--- src/rtl/mysystem_avm_pio_master_if.sv ---
// Command, response and Avalon-MM bus signals of mysystem_avm_pio_master.
//
// Handshake: a command moves from the requester to the master on a rising clk
// edge where cmd_valid & cmd_ready are both high. cmd_ready is high only while
// the master is idle. cmd_valid may stay high while cmd_ready is low; nothing
// is queued and the command fields are sampled only on the accepting edge.
// rsp_valid is a one-cycle pulse with no back-pressure. rsp_readdata and
// rsp_error hold their values until the next pulse.
interface mysystem_avm_pio_master_if #(
  parameter int unsigned ADDR_W = 2,
  parameter int unsigned DATA_W = 32
);
  logic              cmd_valid;
  logic              cmd_ready;
  logic              cmd_write;
  logic [ADDR_W-1:0] cmd_address;
  logic [DATA_W-1:0] cmd_writedata;
  logic              rsp_valid;
  logic [DATA_W-1:0] rsp_readdata;
  logic              rsp_error;
  logic [ADDR_W-1:0] avm_address;
  logic              avm_chipselect;
  logic              avm_write_n;
  logic              avm_read;
  logic [DATA_W-1:0] avm_writedata;
  logic [DATA_W-1:0] avm_readdata;
  logic              avm_waitrequest;

  modport master (
    input  cmd_valid, cmd_write, cmd_address, cmd_writedata,
    input  avm_readdata, avm_waitrequest,
    output cmd_ready, rsp_valid, rsp_readdata, rsp_error,
    output avm_address, avm_chipselect, avm_write_n, avm_read, avm_writedata
  );

  modport slave (
    output cmd_valid, cmd_write, cmd_address, cmd_writedata,
    output avm_readdata, avm_waitrequest,
    input  cmd_ready, rsp_valid, rsp_readdata, rsp_error,
    input  avm_address, avm_chipselect, avm_write_n, avm_read, avm_writedata
  );
endinterface

--- src/rtl/mysystem_avm_pio_master.sv ---
// Avalon-MM single-transaction master for the mysystem PIO slaves.
// Takes one read or write command at a time, drives the bus until the slave
// drops waitrequest, collects read data after READ_LATENCY cycles and reports
// completion with a one-cycle rsp_valid pulse. Every output is registered.
// Optional build macro MYSYSTEM_AVM_TIMEOUT_EN adds a waitrequest timeout that
// aborts the transaction with rsp_error after TIMEOUT_CYCLES stalled cycles.
// dbg_state exposes the FSM state (IDLE=0, WR=1, RD=2, RD_WAIT=3, RESP=4).
module mysystem_avm_pio_master #(
  parameter int unsigned ADDR_W         = 2,
  parameter int unsigned DATA_W         = 32,
  parameter int unsigned READ_LATENCY   = 1,
  parameter int unsigned TIMEOUT_CYCLES = 255
) (
  input  logic                     clk,
  input  logic                     reset_n,
  mysystem_avm_pio_master_if.master bus,
  output logic [2:0]               dbg_state
);

  typedef enum logic [2:0] {
    IDLE    = 3'd0,
    WR      = 3'd1,
    RD      = 3'd2,
    RD_WAIT = 3'd3,
    RESP    = 3'd4
  } state_t;

  // READ_LATENCY must lie in 1..7 (3-bit counter) and TIMEOUT_CYCLES in 1..65535
  // (16-bit counter); other values are an illegal configuration.
  if (READ_LATENCY < 1 || READ_LATENCY > 7 || TIMEOUT_CYCLES < 1 || TIMEOUT_CYCLES > 65535)
  begin : g_illegal_params
  end

  state_t            state_q, state_d;
  logic              cs_q, cs_d;
  logic              write_n_q, write_n_d;
  logic              read_q, read_d;
  logic [ADDR_W-1:0] addr_q, addr_d;
  logic [DATA_W-1:0] wdata_q, wdata_d;
  logic              rsp_valid_q, rsp_valid_d;
  logic [DATA_W-1:0] rdata_q, rdata_d;
  logic              err_q, err_d;
  logic [2:0]        lat_q, lat_d;
  logic              bus_phase;
  logic              timeout_hit;

  assign bus_phase = (state_q == WR) || (state_q == RD);

`ifdef MYSYSTEM_AVM_TIMEOUT_EN
  logic [15:0] to_q;

  // Count stalled bus cycles; the count is zero whenever a bus phase begins.
  always_ff @(posedge clk) begin
    if (!reset_n) begin
      to_q <= '0;
    end else if (bus_phase && bus.avm_waitrequest) begin
      to_q <= to_q + 16'd1;
    end else begin
      to_q <= '0;
    end
  end

  assign timeout_hit = bus_phase && bus.avm_waitrequest &&
                       (to_q == 16'(TIMEOUT_CYCLES - 1));
`else
  assign timeout_hit = 1'b0;
`endif

  // State and all output registers; reset drops any transaction in flight.
  always_ff @(posedge clk) begin
    if (!reset_n) begin
      state_q     <= IDLE;
      cs_q        <= 1'b0;
      write_n_q   <= 1'b1;
      read_q      <= 1'b0;
      addr_q      <= '0;
      wdata_q     <= '0;
      rsp_valid_q <= 1'b0;
      rdata_q     <= '0;
      err_q       <= 1'b0;
      lat_q       <= '0;
    end else begin
      state_q     <= state_d;
      cs_q        <= cs_d;
      write_n_q   <= write_n_d;
      read_q      <= read_d;
      addr_q      <= addr_d;
      wdata_q     <= wdata_d;
      rsp_valid_q <= rsp_valid_d;
      rdata_q     <= rdata_d;
      err_q       <= err_d;
      lat_q       <= lat_d;
    end
  end

  // Next-state decode.
  always_comb begin
    state_d = state_q;
    case (state_q)
      IDLE:    if (bus.cmd_valid) state_d = bus.cmd_write ? WR : RD;
      WR:      if (timeout_hit || !bus.avm_waitrequest) state_d = RESP;
      RD: begin
        if (timeout_hit)                state_d = RESP;
        else if (!bus.avm_waitrequest)  state_d = RD_WAIT;
      end
      RD_WAIT: if (lat_q == 3'd1) state_d = RESP;
      RESP:    state_d = IDLE;
      default: state_d = IDLE;
    endcase
  end

  // Next values of the registered outputs, derived from the state transition.
  always_comb begin
    cs_d        = cs_q;
    write_n_d   = write_n_q;
    read_d      = read_q;
    addr_d      = addr_q;
    wdata_d     = wdata_q;
    rdata_d     = rdata_q;
    err_d       = err_q;
    lat_d       = lat_q;
    rsp_valid_d = (state_d == RESP);

    // Accept: latch the command and raise exactly one strobe.
    if (state_q == IDLE && bus.cmd_valid) begin
      addr_d    = bus.cmd_address;
      wdata_d   = bus.cmd_writedata;
      cs_d      = 1'b1;
      write_n_d = !bus.cmd_write;
      read_d    = !bus.cmd_write;
    end

    // Leaving the bus phase (slave accepted or timed out) drops the strobes.
    if (bus_phase && state_d != state_q) begin
      cs_d      = 1'b0;
      write_n_d = 1'b1;
      read_d    = 1'b0;
    end

    if (state_q == RD && state_d == RD_WAIT) begin
      lat_d = 3'(READ_LATENCY);
    end else if (state_q == RD_WAIT) begin
      lat_d = lat_q - 3'd1;
    end

    // Entering RESP: only a completed read carries data; writes and aborts give 0.
    if (state_d == RESP && state_q != RESP) begin
      rdata_d = (state_q == RD_WAIT) ? bus.avm_readdata : '0;
      err_d   = timeout_hit;
    end
  end

  assign bus.cmd_ready      = (state_q == IDLE);
  assign bus.avm_chipselect = cs_q;
  assign bus.avm_write_n    = write_n_q;
  assign bus.avm_read       = read_q;
  assign bus.avm_address    = addr_q;
  assign bus.avm_writedata  = wdata_q;
  assign bus.rsp_valid      = rsp_valid_q;
  assign bus.rsp_readdata   = rdata_q;
  assign bus.rsp_error      = err_q;
  assign dbg_state          = state_q;

endmodule

--- src/flat_wrapper.sv ---
// flat-port wrapper written by rule: the top's interface ports become plain ports
module mysystem_avm_pio_master_flat 
#(
  parameter int unsigned ADDR_W         = 2,
  parameter int unsigned DATA_W         = 32,
  parameter int unsigned READ_LATENCY   = 1,
  parameter int unsigned TIMEOUT_CYCLES = 255
)
  (clk, reset_n, dbg_state, bus_cmd_valid, bus_cmd_write, bus_cmd_address, bus_cmd_writedata, bus_avm_readdata, bus_avm_waitrequest, bus_cmd_ready, bus_rsp_valid, bus_rsp_readdata, bus_rsp_error, bus_avm_address, bus_avm_chipselect, bus_avm_write_n, bus_avm_read, bus_avm_writedata);
  mysystem_avm_pio_master_if #(.ADDR_W(ADDR_W), .DATA_W(DATA_W)) bus_i ();
  input  logic clk;
  input  logic reset_n;
  output logic [2:0] dbg_state;
  input wire logic [$bits(bus_i.cmd_valid)-1:0] bus_cmd_valid;
  input wire logic [$bits(bus_i.cmd_write)-1:0] bus_cmd_write;
  input wire logic [$bits(bus_i.cmd_address)-1:0] bus_cmd_address;
  input wire logic [$bits(bus_i.cmd_writedata)-1:0] bus_cmd_writedata;
  input wire logic [$bits(bus_i.avm_readdata)-1:0] bus_avm_readdata;
  input wire logic [$bits(bus_i.avm_waitrequest)-1:0] bus_avm_waitrequest;
  output wire logic [$bits(bus_i.cmd_ready)-1:0] bus_cmd_ready;
  output wire logic [$bits(bus_i.rsp_valid)-1:0] bus_rsp_valid;
  output wire logic [$bits(bus_i.rsp_readdata)-1:0] bus_rsp_readdata;
  output wire logic [$bits(bus_i.rsp_error)-1:0] bus_rsp_error;
  output wire logic [$bits(bus_i.avm_address)-1:0] bus_avm_address;
  output wire logic [$bits(bus_i.avm_chipselect)-1:0] bus_avm_chipselect;
  output wire logic [$bits(bus_i.avm_write_n)-1:0] bus_avm_write_n;
  output wire logic [$bits(bus_i.avm_read)-1:0] bus_avm_read;
  output wire logic [$bits(bus_i.avm_writedata)-1:0] bus_avm_writedata;
  assign bus_i.cmd_valid = bus_cmd_valid;
  assign bus_i.cmd_write = bus_cmd_write;
  assign bus_i.cmd_address = bus_cmd_address;
  assign bus_i.cmd_writedata = bus_cmd_writedata;
  assign bus_i.avm_readdata = bus_avm_readdata;
  assign bus_i.avm_waitrequest = bus_avm_waitrequest;
  assign bus_cmd_ready = bus_i.cmd_ready;
  assign bus_rsp_valid = bus_i.rsp_valid;
  assign bus_rsp_readdata = bus_i.rsp_readdata;
  assign bus_rsp_error = bus_i.rsp_error;
  assign bus_avm_address = bus_i.avm_address;
  assign bus_avm_chipselect = bus_i.avm_chipselect;
  assign bus_avm_write_n = bus_i.avm_write_n;
  assign bus_avm_read = bus_i.avm_read;
  assign bus_avm_writedata = bus_i.avm_writedata;
  mysystem_avm_pio_master #(.ADDR_W(ADDR_W), .DATA_W(DATA_W), .READ_LATENCY(READ_LATENCY), .TIMEOUT_CYCLES(TIMEOUT_CYCLES)) u_core (.clk(clk), .reset_n(reset_n), .bus(bus_i), .dbg_state(dbg_state));
endmodule
--- config.mk ---
export PLATFORM = sky130hd
export DESIGN_NAME = mysystem_avm_pio_master_flat
export DESIGN_NICKNAME = d
export VERILOG_FILES = /design/src/rtl/mysystem_avm_pio_master_if.sv /design/src/rtl/mysystem_avm_pio_master.sv /design/src/flat_wrapper.sv
export SDC_FILE = /design/constraint.sdc
export NUM_CORES = 1
export LEC_CHECK = 0
export ABC_AREA = 1
export CORE_ASPECT_RATIO = 0.5
export CORE_MARGIN = 2
export CORE_UTILIZATION = 40
export CTS_CLUSTER_SIZE = 24
export DETAILED_ROUTE_END_ITERATION = 16
export GPL_TIMING_DRIVEN = 0
export PLACE_DENSITY = 0.8
export SLEW_MARGIN = 20
export SYNTH_ARGS = -nofsm -noshare
export SYNTH_HDL_FRONTEND = slang
export SYNTH_SLANG_ARGS = --single-unit
--- constraint.sdc ---
create_clock -name clk -period 2 [get_ports clk]
set_clock_uncertainty 0.2 [all_clocks]
set_input_delay 0.6 -clock clk [delete_from_list [all_inputs] [get_ports clk]]
set_output_delay 0.6 -clock clk [all_outputs]
set_load 0.005 [all_outputs]
Figure 1. PDN straps and rails (run 1).
Scale bar: 50 µm. Pins as bars on the die edge. Tap cells in gray.
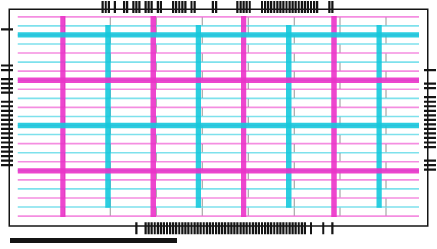
Key: magenta = VSS; cyan = VDD
8 straps on met4. 23 met1 rails follow the rows. 4 straps on met5. 96 tap cells. The core has 22 rows.
Peak supply drop: 529.1 µV
Chip Width: 125.2 µm
area of the placeable core: 7212 µm²

Figure 2. Placed cells, one color a class (run 1).
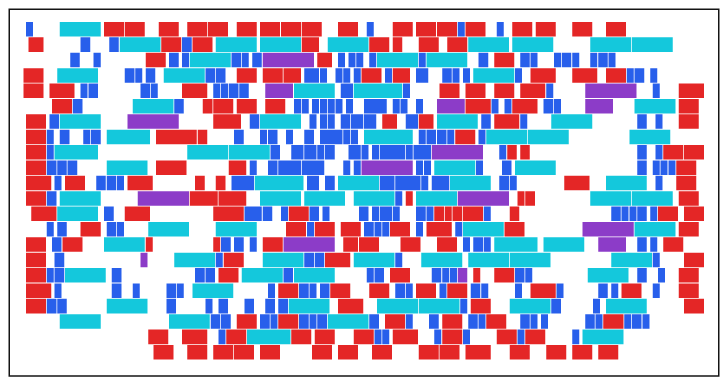
Key: red = other buffers and delay cells [cells 170, share of their area 35%]; purple = clock drivers and dummy loads [cells 15, share of their area 6.1%]; cyan = flip-flops [cells 76, share of their area 32%]; blue = all other logic [cells 269, share of their area 26%]
core utilization of the finished layout: 67.47%
total non-filler cell area in the finished layout: 4866 µm²
Rows: 22

Figure 3. Routed clock nets over the placement (run 1).
Scale bar: 50 µm.
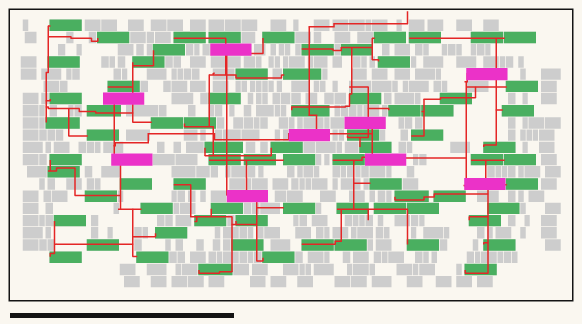
Key: magenta = cells driving clock nets [count 9]; green = flip-flops [count 76]; red = clock wires [length 920 µm]
Position of the flops: spread over the die. There are 10 routed clock nets.
clock-net power: 0.00154 W
part of the power in the clock network: 40.4%
Skew-Pair Late Insertion Delay: 0.33 ns

Figure 4. Metal layers overlaid (run 1).
Scale bar: 50 µm. Two of the layers only.
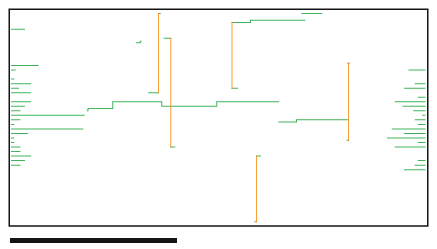
Key: green = met3 [wire length 325 µm]; orange = met4 [wire length 119 µm]
GRT Resource Usage Total: 20.18%
post-detailed-routing wire length: 7966 µm
post-DR wirelength/cell: 12.73 µm
overall via count from detail_route: 2902

==> COMMIT_EDITMSG, run 1 <==
Log flow metrics for this revision

- Result of the run: finished, final reports clean
- For reference, the top cells by count after synthesis are sky130_fd_sc_hd__nand2_1 (122), sky130_fd_sc_hd__dfxtp_1 (76), sky130_fd_sc_hd__nand3_1 (36).
* Detailed route wirelength on metal3: 324 µm
- The finished layout holds 626 standard cells, fillers aside.
- Root buffer cell: sky130_fd_sc_hd__clkbuf_16
- Entering global routing, the biggest net connects 12 pins.
- A synthesized cell averages ~7.9 µm².
- The initial antenna violation count was 0.
- I/O Buffers: between 100 and 150
* Cell leakage power: 2.262 nW
* Layout overhead on the synthesized area: 65.56%
- The final timing report derives a shortest allowable period of 1.974 ns.
- In the detailed route, the total length drawn on met2 is 4018 µm.
- Sw Ratio: 23.71%
- For reference, the top cells by area after synthesis are sky130_fd_sc_hd__dfxtp_1 (52%), sky130_fd_sc_hd__nand2_1 (16%), sky130_fd_sc_hd__nand3_1 (6.1%).
- Detailed-route DRC error count: 0
- Final antenna diode count: 0
- Gate family responsible for the most delay along the worst path: buffers and inverters
- Setup Crit Path Kind: register to output port
* Reg2reg end: u_core.bus.avm_chipselect
* Final Hold Violation Tally: 0
- Crit path arrival time: 1.17 ns
- Max H-tree Level: 3
* Quantity of gates resized following cts: 12
- Async SR Flop Fraction: 0%
* Cell count after synthesis: 370
- The final timing report gives a worst setup slack of 0.02561 ns.
* Global-route wire length before repair: 13320 µm
- The violation tally recorded at the end of detailed-routing iteration 0 is 127.
- Share of post-route cells with drive strength above 1: about a tenth
## run 1: metal layers
layer / track usage (%) / vias up
met5: 0 / -
met4: 6.667 / 0
met3: 4.872 / 12
met2: 36.14 / 58
met1: 24.19 / 1324
li1: - / 1508
## run 1: worst min-delay path by stage
stage                                           start                          end  slack (ns)  cells after the start
after detailed placement  u_core.bus.rsp_readdata[16]  u_core.bus.rsp_readdata[16]        0.24                      2
final                     u_core.bus.rsp_readdata[16]  u_core.bus.rsp_readdata[16]        0.24                      2
after global routing       u_core.bus.rsp_readdata[7]   u_core.bus.rsp_readdata[7]        0.26                      2
after floorplan           u_core.bus.rsp_readdata[10]  u_core.bus.rsp_readdata[10]        0.24                      2
after global placement    u_core.bus.rsp_readdata[16]  u_core.bus.rsp_readdata[16]        0.24                      2
after CTS                 u_core.bus.rsp_readdata[16]  u_core.bus.rsp_readdata[16]        0.25                      2
## run 1: power groups by stage
stage                     Sequential [W]  Clock (W)  Combinational (W)
after floorplan                  0.00167          0           0.000272
after global placement           0.00167          0           0.000630
after detailed placement         0.00167          0           0.000637
after CTS                        0.00164    0.00158           0.000643
after global routing             0.00165    0.00164           0.000707
final                            0.00164    0.00154           0.000637
## run 1: through the flow
| step | cell area [µm²] | power [W] | utilization (%) | setup TNS, ns | hold slack (ns) |
|---|---|---|---|---|---|
| after floorplan | 2939 | 0.001946 | - | 0 | 0.2447 |
| after global placement | 4491 | 0.002298 | 62.27 | -6.062 | 0.2351 |
| after detailed placement | 4491 | 0.002307 | 62.27 | -7.350 | 0.2406 |
| after CTS | 4797 | 0.003858 | 66.52 | -0.03666 | 0.2479 |
| after global routing | 4866 | 0.003995 | 67.47 | 0 | 0.2636 |
| final | 4866 | 0.003816 | 67.47 | 0 | 0.2428 |
## run 1: logic make-up after synthesis
group	Yosys count	synth area share, %
AND-OR/OR-AND	69	11.92
XOR/XNOR	2	0.5961
adder cells (fa/ha/maj)	2	0.8513
buffers and inverters	41	8.557
flip-flops	76	51.77
other	1	0.1276
AND/OR/NAND/NOR	179	26.18
## run 1: final cells by class
type / count / area, µm² / area share, %
Timing Repair Buffer: 145 / 1491 / 30.65
Sequential cell: 76 / 1538 / 31.60
Multi-Input combinational cell: 253 / 1174 / 24.12
Clock buffer: 14 / 284.0 / 5.837
Tap cell: 96 / 120.1 / 2.468
Clock inverter: 1 / 5.005 / 0.1029
Buffer: 25 / 186.4 / 3.831
Inverter: 16 / 67.56 / 1.389
## run 1: placed cells by master (no fill, tap or decap), drive strengths merged, types with 4 or more instances in the layout
| master | count |
|---|---|
| a21oi | 34 |
| buf | 15 |
| clkbuf | 27 |
| clkdlybuf4s50 | 116 |
| dfxtp | 76 |
| dlygate4sd2 | 4 |
| dlymetal6s2s | 22 |
| inv | 16 |
| nand2 | 127 |
| nand3 | 36 |
| nor2 | 10 |
| o21ai | 32 |
## run 1: flip-flops by register name (all words and copies together) (netlist names)
register / cells
u_core.bus.avm_read: 1
u_core.bus.avm_write_n: 1
u_core.dbg_state: 3
u_core.bus.rsp_readdata: 32
u_core.bus.avm_address: 2
u_core.bus.avm_chipselect: 1
u_core.bus.avm_writedata: 32
u_core.bus.rsp_valid: 1
u_core.lat_q: 3
Figure 5. Clock wiring as the flow saved it (run 1).
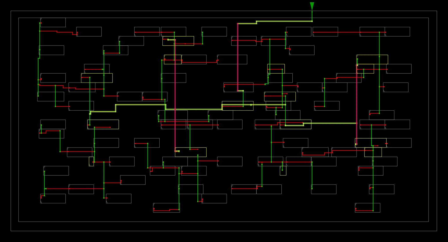

==> run 1 -> run 2 <==
--- a/config.mk
+++ b/config.mk
@@ -12,7 +12,7 @@
 export CTS_CLUSTER_SIZE = 24
 export DETAILED_ROUTE_END_ITERATION = 16
 export GPL_TIMING_DRIVEN = 0
-export PLACE_DENSITY = 0.8
+export PLACE_DENSITY_LB_ADDON = 0.1
 export SLEW_MARGIN = 20
 export SYNTH_ARGS = -nofsm -noshare
 export SYNTH_HDL_FRONTEND = slang
Figure 6. Clock wiring as the flow saved it (run 2).
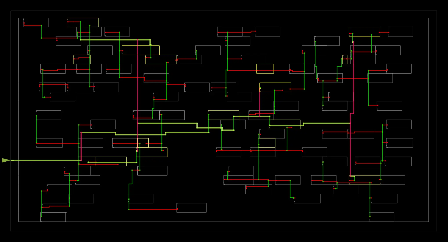
clock-net power: 0.00172 W
clk_buf instances: 14
flip-flops: 76
sink count of the clock tree: 76
number of buffers added by the clock tree synthesis step: 9

==> run 2 against run 1 <==
Net effect: critical path depth stayed put; global-route usage fell by 0.37 points; register-to-register slack better by 0.03 ns; maximum frequency hardly changed; die area is the same; non-clock buffer count is 1 lower; combinational power is 3% lower; via count grew 0.14%; synthesized cell count did not move; largest cell class unchanged; largest power group is now the clock network.
==> COMMIT_EDITMSG, run 2 <==
Log flow metrics for this revision

* Result of the run: finished, final reports clean
- Chip Width: 125.2 µm
* Overall via count from detail_route: 2906
- The area taken by multi-input combinational cells is reported as 1166 µm².
- The later pin in the worst-skew pair is clocked with a latency of between 0.3 and 0.4 ns.
- Setup Crit Path Kind: register to output port
* Largest net degree at the start of global routing: 13
* I/O Buffers: 143
* Cell types occupying the most area after synthesis: sky130_fd_sc_hd__dfxtp_1 (52%), sky130_fd_sc_hd__nand2_1 (16%), sky130_fd_sc_hd__nand3_1 (6.1%)
- For reference, the final report shows the hold violation count at 0.
- The floorplan has 22 rows.
- Area of the placeable core: a little over 7000 µm²
* Initial antenna violation count: 0
* Layout overhead on the synthesized area: 67.26%
- Root buffer cell: sky130_fd_sc_hd__clkbuf_16
* Fin crit period: just under 2 ns
* Share of post-route cells with drive strength above 1: 11.32%
- Synthesis produced ~370 cells.
- For this design the static power due to leakage is 2.457 nW.
- The repair_antennas step left the layout with diodes totalling 0.
- In the synthesized netlist, the cells that appear most often are sky130_fd_sc_hd__nand2_1 (122), sky130_fd_sc_hd__dfxtp_1 (76), sky130_fd_sc_hd__nand3_1 (36).
* Worst-case setup margin in the final layout: 0.02441 ns
- Highest-count logic cell in the final layout: sky130_fd_sc_hd__nand2_1
* Top logic cells by instance count in the layout: sky130_fd_sc_hd__nand2_1 (122), sky130_fd_sc_hd__clkdlybuf4s50_1 (102), sky130_fd_sc_hd__dfxtp_1 (62), sky130_fd_sc_hd__nand3_1 (36), sky130_fd_sc_hd__a21oi_1 (34)
* Max H-tree Level: 3
- The first global-routing pass estimated approximately 13000 µm of wire.
- The wire length recorded after detailed routing is 7842 µm.
* GRT Resource Usage Total: between 10% and 20%
- Seq. cell area: 1546 µm²
- Each instance of the synthesized netlist takes up on average 7.943 µm².
- Starting DRT DRC Count: 107
- Peak supply drop: 466.8 µV
* Crit path arrival time: 1.18 ns
Figure 7. Placed cells, one color a class (run 2).
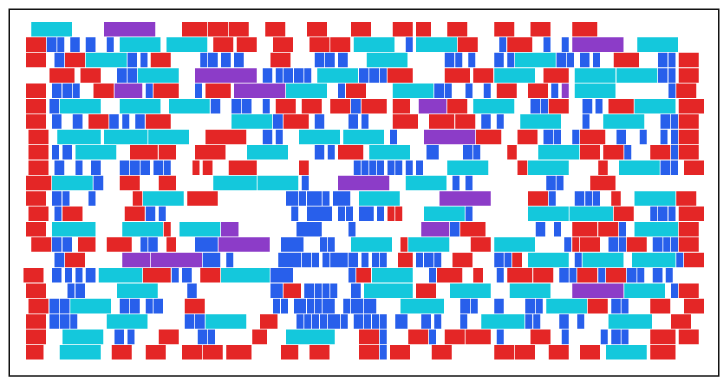
Key: cyan = flip-flops [cells 76, share of their area 32%]; purple = clock drivers and dummy loads [cells 16, share of their area 6.7%]; blue = all other logic [cells 269, share of their area 26%]; red = other buffers and delay cells [cells 169, share of their area 35%]
total non-filler cell area in the finished layout: 4916 µm²
flop share of the area: 31.46%
core utilization of the finished layout: 68.16%

run 2: cell types whose count changed in the layout (fill, tap and decap cells not counted), moves of 4 or more:
cell / before / now
sky130_fd_sc_hd__dfxtp_2: 4 / 11
sky130_fd_sc_hd__dfxtp_1: 69 / 62
sky130_fd_sc_hd__dlymetal6s2s_1: 22 / 32
sky130_fd_sc_hd__clkdlybuf4s50_1: 116 / 102
sky130_fd_sc_hd__dlygate4sd2_1: 4 / 8
run 2: kinds of logic (layout without fill, tap and decap cells):
group           Yosys count  after routing  share of synthesized area (%)
xor+xnor                  2              2                         0.5961
fa+ha+maj                 2              2                         0.8513
simple gates            179            179                          26.18
other cells               1              1                         0.1276
flops                    76             76                          51.77
compound gates           69             69                          11.92
buf+inv                  41            201                          8.557
run 2: stage by stage:
step / hold WS, ns / setup TNS [ns] / instances
floorplan: 0.2447 / 0 / 370
global placement: 0.2343 / -6.575 / 609
detailed placement: 0.2386 / -7.257 / 609
CTS: 0.2482 / 0 / 626
global route: 0.2666 / 0 / 626
finish: 0.2411 / 0 / 626
run 2: area by class of cell:
class                           count  share of cell area (%)
Buffer                             25                   3.792
Clock buffer                       14                   5.778
Clock inverter                      2                  0.7890
Inverter                           16                   1.323
Multi-Input combinational cell    253                   23.72
Sequential cell                    76                   31.46
Tap cell                           96                   2.443
Timing Repair Buffer              144                   30.69
run 2: repair_timing:
item | 4_1_cts | 5_1_grt
pin swaps | 1 | 1
endpoints found under the setup margin | 11 | 42
buffers inserted | 1 | 0
gates resized | 18 | 41
endpoints found under the hold margin | 0 | 0
run 2: routing by layer:
layer / share of wire, % / up-vias / routed length, µm / global-route usage (%)
li1: - / 1510 / - / -
met1: 47 / 1294 / 3680 / 24.27
met2: 44 / 90 / 3488 / 32.34
met3: 7.1 / 12 / 560 / 7.680
met4: 1.4 / 0 / 111 / 6.667
met5: 0 / - / 0 / 0
run 2: power groups by stage:
stage          registers, W  logic, W  clock network (W)
3_5_place_dp        0.00167  0.000635                  0
3_3_place_gp        0.00167  0.000632                  0
6_report            0.00164  0.000621            0.00172
2_1_floorplan       0.00167  0.000272                  0
5_1_grt             0.00165  0.000689            0.00181
4_1_cts             0.00164  0.000638            0.00176
run 2: worst paths after layout:
check	cells past startpoint	start	slack [ns]	end
setup / recovery	1	u_core.bus.avm_writedata[23]	0.02	bus_avm_writedata[23]
hold / removal	2	u_core.bus.rsp_readdata[26]	0.24	u_core.bus.rsp_readdata[26]
setup reg to reg	12	u_core.dbg_state[0]	0.28	u_core.bus.avm_chipselect
hold reg to reg	2	u_core.bus.rsp_readdata[26]	0.24	u_core.bus.rsp_readdata[26]
==> run 2 -> run 3 <==
--- a/config.mk
+++ b/config.mk
@@ -13,7 +13,6 @@
 export DETAILED_ROUTE_END_ITERATION = 16
 export GPL_TIMING_DRIVEN = 0
 export PLACE_DENSITY_LB_ADDON = 0.1
-export SLEW_MARGIN = 20
 export SYNTH_ARGS = -nofsm -noshare
 export SYNTH_HDL_FRONTEND = slang
 export SYNTH_SLANG_ARGS = --single-unit
Figure 8. Placed cells, one color a class (run 3).
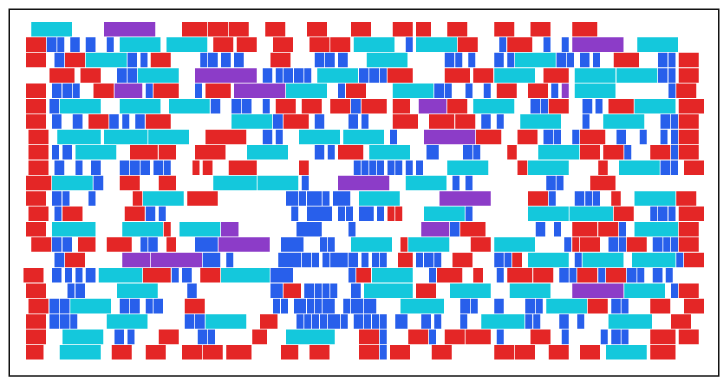
Key: red = other buffers and delay cells [cells 169, share of their area 35%]; cyan = flip-flops [cells 76, share of their area 32%]; blue = all other logic [cells 269, share of their area 26%]; purple = clock drivers and dummy loads [cells 16, share of their area 6.7%]

Figure 9. Metal layers overlaid (run 3).
Scale bar: 50 µm. Two of the layers only.
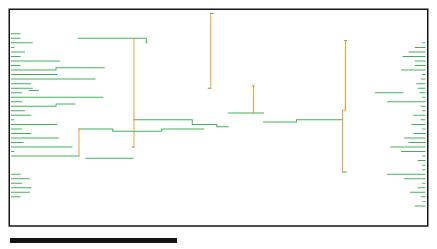
Key: orange = met4 [wire length 112 µm]; green = met3 [wire length 561 µm]
overall via count from detail_route: 2906
GRT Resource Usage Total: 19.80%
post-DR wirelength/cell: 12.53 µm

==> run 3 against run 2 <==
Net effect: cell count did not move; via count is the same; clock-buffer cell count did not move; register-to-register slack is essentially flat; worst hold slack unchanged; first-iteration DRC count stayed put; critical endpoint unchanged; largest power group unchanged.
==> COMMIT_EDITMSG, run 3 <==
Log flow metrics for this revision

- The final timing report lists a hold violation count of 0.
- Largest net degree at the start of global routing: 13
- On the critical path the largest part of the delay comes from buffers and inverters.
- Summing all multi-input logic gate instances after layout gives roughly 1200 µm².
- A synthesized cell averages 7.943 µm².
- Yosys reported that registers with async set or reset make up 0%.
- Port buffering added 143 buffers.
- Registers take 1546 µm².
- Starting DRT DRC Count: 107
* Top logic cells by instance count in the layout: sky130_fd_sc_hd__nand2_1 (122), sky130_fd_sc_hd__clkdlybuf4s50_1 (102), sky130_fd_sc_hd__dfxtp_1 (62), sky130_fd_sc_hd__nand3_1 (36), sky130_fd_sc_hd__a21oi_1 (34)
* Xor-xnor portion of the synthesized cell area: less than 1%
- Crit path arrival time: around 1.2 ns
- After Yosys synthesis, full adders, half adders and majority gates account for 0.8514% of the synthesized area.
- The cell sitting at the root of the clock tree is a sky130_fd_sc_hd__clkbuf_16.
- The STA report counts the stages on the worst setup path as 1.
- Cell types occupying the most area after synthesis: sky130_fd_sc_hd__dfxtp_1 (52%), sky130_fd_sc_hd__nand2_1 (16%), sky130_fd_sc_hd__nand3_1 (6.1%)
- Skew-Pair Late Insertion Delay: 0.33 ns
* Share of post-route cells with drive strength above 1: 11.32%
- Global-route wire length before repair: 12880 µm
* Final antenna diode count: 0
- Counting the buffers created by CTS gives 9.
- Per the detail_route report, DRC violations left total 0.
* Area of the placeable core: 7212 µm²
- The most critical setup path has its startpoint at u_core.bus.avm_writedata[23].
* Commonest cells post-synth: sky130_fd_sc_hd__nand2_1 (122), sky130_fd_sc_hd__dfxtp_1 (76), sky130_fd_sc_hd__nand3_1 (36)
- Layout overhead on the synthesized area: 67.26%
* Cell count after synthesis: 370
- Highest-count logic cell in the final layout: sky130_fd_sc_hd__nand2_1
- The CTS log lists the clock sinks for this run as 76.
* Placed insts: 609
* Setup Crit Path Kind: register to output port
* Result of the run: finished, final reports clean
- Reg2reg end: u_core.bus.avm_chipselect
- Critical path capture point: bus_avm_writedata[23]
- Top logic family: simple AND/OR/NAND/NOR gates
- For reference, simple AND, OR, NAND and NOR cells occupy 26.18% of the area reported after synthesis.
- R2r worst-path depth: 12
- The startpoint identified for the worst register-to-register timing path is u_core.dbg_state[0].
- The cell-mix breakdown from Yosys lists the compound-gate area share as around an eighth.
==> run 3: cells by family after synthesis <==
group           Yosys count
simple gates            179
fa+ha+maj                 2
other cells               1
compound gates           69
xor+xnor                  2
flops                    76
buf+inv                  41
==> run 3: metal layers <==
metal / share of wire, % / track usage [%]
met5: 0 / 0
met2: 44 / 32.34
met4: 1.4 / 6.667
met1: 47 / 24.27
met3: 7.1 / 7.680
==> run 3: timing repair <==
action,in CTS,in global routing
setup endpoints to repair,11,42
buffers inserted,1,0
resized,18,41
pin swaps,1,1
==> run 3: how the worst min path moves through the flow <==
stage	start	endpoint	cells after the start
floorplan	u_core.bus.rsp_readdata[10]	u_core.bus.rsp_readdata[10]	2
global placement	u_core.bus.rsp_readdata[16]	u_core.bus.rsp_readdata[16]	2
detailed placement	u_core.bus.rsp_readdata[18]	u_core.bus.rsp_readdata[18]	2
CTS	u_core.bus.rsp_readdata[18]	u_core.bus.rsp_readdata[18]	2
global route	u_core.bus.rsp_readdata[25]	u_core.bus.rsp_readdata[25]	2
finish	u_core.bus.rsp_readdata[26]	u_core.bus.rsp_readdata[26]	2
==> run 3: through the flow <==
| step | total power [W] | setup TNS [ns] | worst slack (ns) | hold WS (ns) | utilization (%) |
|---|---|---|---|---|---|
| after floorplan | 0.001946 | 0 | 0.2377 | 0.2447 | - |
| after global placement | 0.002300 | -6.575 | -0.1636 | 0.2343 | 62.27 |
| after detailed placement | 0.002304 | -7.257 | -0.1886 | 0.2386 | 62.27 |
| after CTS | 0.004034 | 0 | 0.001033 | 0.2482 | 66.90 |
| after global routing | 0.004153 | 0 | 0.001264 | 0.2666 | 68.16 |
| final | 0.003974 | 0 | 0.02441 | 0.2411 | 68.16 |
==> run 3: layout make-up <==
class / instances / share of cell area (%)
buffer: 25 / 3.792
clock buffer: 14 / 5.778
clock inverter: 2 / 0.7890
inverter: 16 / 1.323
multi-input combinational: 253 / 23.72
sequential: 76 / 31.46
tap: 96 / 2.443
timing repair buffer: 144 / 30.69
==> run 3: power breakdown <==
group          leakage [nW]  internal (W)  switching (W)
Clock                 0.160       0.00111       0.000609
Sequential            0.625       0.00159      0.0000431
Combinational          1.67      0.000342       0.000279
==> run 3: worst register-to-register path, cell delays in order (launching register included) <==
cell and delay, ns:
sky130_fd_sc_hd__dfxtp_4 0.37, sky130_fd_sc_hd__inv_1 0.07, sky130_fd_sc_hd__nand2_1 0.06, sky130_fd_sc_hd__nor2_2 0.10, sky130_fd_sc_hd__buf_4 0.13, sky130_fd_sc_hd__nand2_2 0.05, sky130_fd_sc_hd__buf_4 0.17, sky130_fd_sc_hd__nor2_1 0.12
sky130_fd_sc_hd__nor2_1 0.06, sky130_fd_sc_hd__nand3_1 0.07, sky130_fd_sc_hd__nand2_1 0.07, sky130_fd_sc_hd__nand2_1 0.09, sky130_fd_sc_hd__nor2_1 0.04
Power figures rest on the tool's default switching activity, not on a simulated workload.
